Fig. 1: track usage over the die
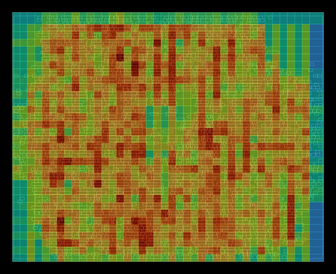
Fig. 2: gate-type map
Scale: 1.5 px per µm.
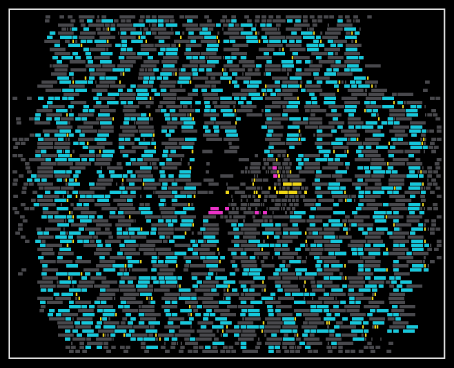
Fig. 3: layout detail
Window x 130 to 160, y 147 to 177 µm. Cells in gray, sequential cells in the stronger gray; small squares are vias.
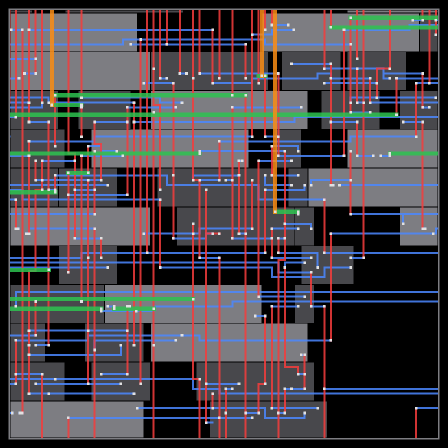
Fig. 4: met1 routing
Scale: 1 px per µm. Supply wires on this layer in gray.
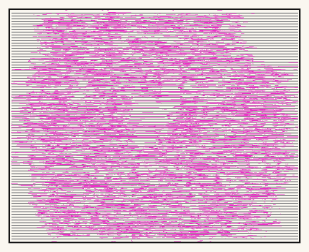
File: config.mk
export PLATFORM = sky130hd
export DESIGN_NAME = insn_buffer
export DESIGN_NICKNAME = d
export VERILOG_FILES = /design/src/rtl/insn_buffer.sv
export SDC_FILE = /design/constraint.sdc
export NUM_CORES = 1
export LEC_CHECK = 0
export ABC_CLOCK_PERIOD_IN_PS = 6200
export CAP_MARGIN = 5
export CORE_ASPECT_RATIO = 0.8
export CORE_MARGIN = 1
export CORE_UTILIZATION = 50
export DETAILED_ROUTE_END_ITERATION = 8
export PLACE_DENSITY = 0.73
export SETUP_SLACK_MARGIN = 0.15
export SYNTH_ARGS = -nofsm -noshare
export SYNTH_HDL_FRONTEND = slang
export SYNTH_SLANG_ARGS = --single-unit
File: constraint.sdc
create_clock -name clk -period 6.2 [get_ports clk]
set_input_delay 0.93 -clock clk [delete_from_list [all_inputs] [get_ports clk]]
set_output_delay 0.93 -clock clk [all_outputs]
set_load 0.005 [all_outputs]
File: src/rtl/insn_buffer.sv
// 8-entry circular instruction buffer between fetch (2-wide) and decode (2-wide).
// Latency: a written entry is visible one cycle later. Outputs come straight from the head entry.
// Backpressure: ib_allin = (registered count <= 6). Decode holds the offered bundle by dropping id_allin.
module insn_buffer (
  input  logic        clk,
  input  logic        rst_,
  input  logic        flush,
  input  logic [31:0] if_ib_pc_0,
  input  logic [31:0] if_ib_pc_1,
  input  logic [31:0] if_ib_insn_0,
  input  logic [31:0] if_ib_insn_1,
  input  logic [4:0]  if_ib_ptab_addr_0,
  input  logic [4:0]  if_ib_ptab_addr_1,
  input  logic        if_ib_valid_0,
  input  logic        if_ib_valid_1,
  input  logic [1:0]  if_ib_delot_flag,
  input  logic        if_valid_ns,
  output logic        ib_allin,
  output logic [31:0] ib_id_pc_0,
  output logic [31:0] ib_id_pc_1,
  output logic [31:0] ib_id_insn_0,
  output logic [31:0] ib_id_insn_1,
  output logic [4:0]  ib_id_ptab_addr_0,
  output logic [4:0]  ib_id_ptab_addr_1,
  output logic        ib_id_valid_0,
  output logic        ib_id_valid_1,
  output logic [1:0]  ib_id_delot_flag,
  output logic        ib_valid_ns,
  input  logic        id_allin
);

  localparam int DEPTH = 8;

  logic [31:0] pc_mem    [DEPTH];
  logic [31:0] insn_mem  [DEPTH];
  logic [4:0]  ptab_mem  [DEPTH];
  logic        delot_mem [DEPTH];

  logic [2:0] head;
  logic [2:0] tail;
  logic [3:0] count;

  logic       push;
  logic       pop;
  logic [1:0] wr_num;
  logic [1:0] pop_num;
  logic [2:0] wr_idx1;
  logic [2:0] head_p1;
  logic       wr_en0;
  logic       wr_en1;

  // Room for a full 2-slot bundle is judged on the registered count only,
  // so a push can never land on an entry that is leaving in the same cycle.
  assign ib_allin      = (count <= 4'd6);
  assign push          = if_valid_ns && ib_allin && !flush;
  assign ib_id_valid_0 = (count >= 4'd1);
  assign ib_id_valid_1 = (count >= 4'd2);
  assign ib_valid_ns   = ib_id_valid_0;
  assign pop           = ib_valid_ns && id_allin && !flush;

  assign wr_num  = {1'b0, if_ib_valid_0} + {1'b0, if_ib_valid_1};
  assign pop_num = !pop ? 2'd0 : (ib_id_valid_1 ? 2'd2 : 2'd1);

  // Slot 1 packs directly behind slot 0 when slot 0 is written, else takes tail itself.
  assign wr_idx1 = tail + {2'b00, if_ib_valid_0};
  assign head_p1 = head + 3'd1;
  assign wr_en0  = rst_ && push && if_ib_valid_0;
  assign wr_en1  = rst_ && push && if_ib_valid_1;

  // Entry storage: up to two in-order writes per cycle; contents are never cleared.
  always_ff @(posedge clk) begin
    if (wr_en0) begin
      pc_mem[tail]    <= if_ib_pc_0;
      insn_mem[tail]  <= if_ib_insn_0;
      ptab_mem[tail]  <= if_ib_ptab_addr_0;
      delot_mem[tail] <= if_ib_delot_flag[0];
    end
    if (wr_en1) begin
      pc_mem[wr_idx1]    <= if_ib_pc_1;
      insn_mem[wr_idx1]  <= if_ib_insn_1;
      ptab_mem[wr_idx1]  <= if_ib_ptab_addr_1;
      delot_mem[wr_idx1] <= if_ib_delot_flag[1];
    end
  end

  // Pointer/occupancy update; reset beats flush, flush discards that cycle's push and pop.
  always_ff @(posedge clk) begin
    if (!rst_) begin
      head  <= 3'd0;
      tail  <= 3'd0;
      count <= 4'd0;
    end else if (flush) begin
      head  <= 3'd0;
      tail  <= 3'd0;
      count <= 4'd0;
    end else begin
      head  <= head + {1'b0, pop_num};
      if (push) begin
        tail <= tail + {1'b0, wr_num};
      end
      count <= count + (push ? {2'b00, wr_num} : 4'd0) - {2'b00, pop_num};
    end
  end

  // Show-ahead output of the two oldest entries; an invalid slot reads as all zero.
  always_comb begin
    ib_id_pc_0        = 32'd0;
    ib_id_insn_0      = 32'd0;
    ib_id_ptab_addr_0 = 5'd0;
    ib_id_pc_1        = 32'd0;
    ib_id_insn_1      = 32'd0;
    ib_id_ptab_addr_1 = 5'd0;
    ib_id_delot_flag  = 2'b00;
    if (ib_id_valid_0) begin
      ib_id_pc_0          = pc_mem[head];
      ib_id_insn_0        = insn_mem[head];
      ib_id_ptab_addr_0   = ptab_mem[head];
      ib_id_delot_flag[0] = delot_mem[head];
    end
    if (ib_id_valid_1) begin
      ib_id_pc_1          = pc_mem[head_p1];
      ib_id_insn_1        = insn_mem[head_p1];
      ib_id_ptab_addr_1   = ptab_mem[head_p1];
      ib_id_delot_flag[1] = delot_mem[head_p1];
    end
  end

endmodule
==> ci_impl_report.md <==
### Metrics collected by this job

| Metric | Value |
|---|---|
| Outcome | `finished, final reports clean` |
| Part of the Yosys area used for sequential elements | `between 50% and 60%` |
| Clk root buf | `sky130_fd_sc_hd__clkbuf_16` |
| Critical path class | `reg2out` |
| Yosys-reported design area after synthesis | `around 0.033 mm²` |
| Hold worst-path end | `tail[0]` |
| Number of placed cells counting well taps | `roughly 3,100` |
| Cells on Worst Hold Path | `2` |
| GP Congestion | `between 0.8 and 0.9` |
| Clock buffers created by TritonCTS | `just under 60` |
| Number of cells traversed by the worst register-to-register path | `7` |
| DP Worst Slack | `1.56 ns` |
| Worst slew margin | `about 25%` |
| Top Family by Delay on Critical Path | `buffers and inverters` |
| Total net switching power | `around 0.0022 W` |
| Area leader, netlist | `sky130_fd_sc_hd__edfxtp_1` |
| Logic area | `around 0.015 mm²` |
| Max IR drop VDD | `about 0.27 mV` |
| Startpoint type of the worst setup path | `register` |
| Leftover overflow at the end of global routing | `0` |
| Top cell types by occurrence after synthesis | `sky130_fd_sc_hd__edfxtp_1 (560), sky130_fd_sc_hd__mux2_2 (464), sky130_fd_sc_hd__mux4_2 (280)` |
| Pin count of the biggest net entering global routing | `between 100 and 150` |
| Post-layout worst setup margin | `slightly above 1 ns` |
| Row count | `83` |
| Number of top-level pins | `~290` |
| Initial antenna violation count | `17` |
| TritonRoute pass-1 iters | `5` |
| Detailed route wirelength on metal2 | `approximately 44,000 µm` |
| Top_reg_cell synth | `sky130_fd_sc_hd__edfxtp_1` |
| Top cells by area | `sky130_fd_sc_hd__edfxtp_1 (51%), sky130_fd_sc_hd__mux4_2 (19%), sky130_fd_sc_hd__mux2_2 (16%), sky130_fd_sc_hd__mux2_1 (3.3%), sky130_fd_sc_hd__mux2i_1 (2.1%)` |
| Insertion Delay late pin | `0.63 ns` |
| Number of violations reported at the end of detailed-routing iteration 0 | `2,119` |
| Launching instance or port of the critical path | `head[0]` |
| Buf+Inv Stages, Crit Path | `3` |
| Sequential cell count | `570` |
| Min Clock Period, post-route | `~5.2 ns` |
| Post-synthesis async set-or-reset flop share | `0%` |
| End-of-flow core utilization | `between 60% and 70%` |
| Average vias per placed instance | `roughly 6.5` |
| Sequential share of power | `between 40% and 50%` |
| Well-tap cell count | `850` |
| Complex-gate fraction of the synthesized area | `under 10%` |
| Number of clock buffers in the layout | `between 70 and 80` |
| CTS max path bufs | `3` |
| Worst hold slack after final layout | `~0.59 ns` |
Back to the opening pictures, Fig. 1:
M3 GR Usage: 5.20%
Global Route met1 Usage: 39.5%
global-route total usage across every layer: 27.8%

Back to the opening pictures, Fig. 2:
Key: magenta = xor and xnor cells [cells 7, most used xnor2_1, where center]; yellow = nand cells [cells 159, most used nand2_1, where widely spread]; cyan = mux cells [cells 910, most used mux2_2, where widely spread]
count of placed standard cells in the final layout, fillers left out: 3,174
Top cell excl fill/tap: sky130_fd_sc_hd__edfxtp_1

Back to the opening pictures, Fig. 3:
Key: red = M2; blue = M1; green = M3; orange = M4
Most frequent: mux2_2 (11), edfxtp_1 (11), mux4_2 (5). Sequential cells in the window: 11. 36 logic cells have their middle in the window. Netlist names of flops here include `insn_mem` (11).

Back to the opening pictures, Fig. 4:
The wires run mostly horizontal. The layer carries 37.8 mm of wire. The layer holds 41% of the routed length.
final wirelength: 92,700 µm
overall via count from detail_route: 20,700

Power is estimated from default activity; no workload was simulated.
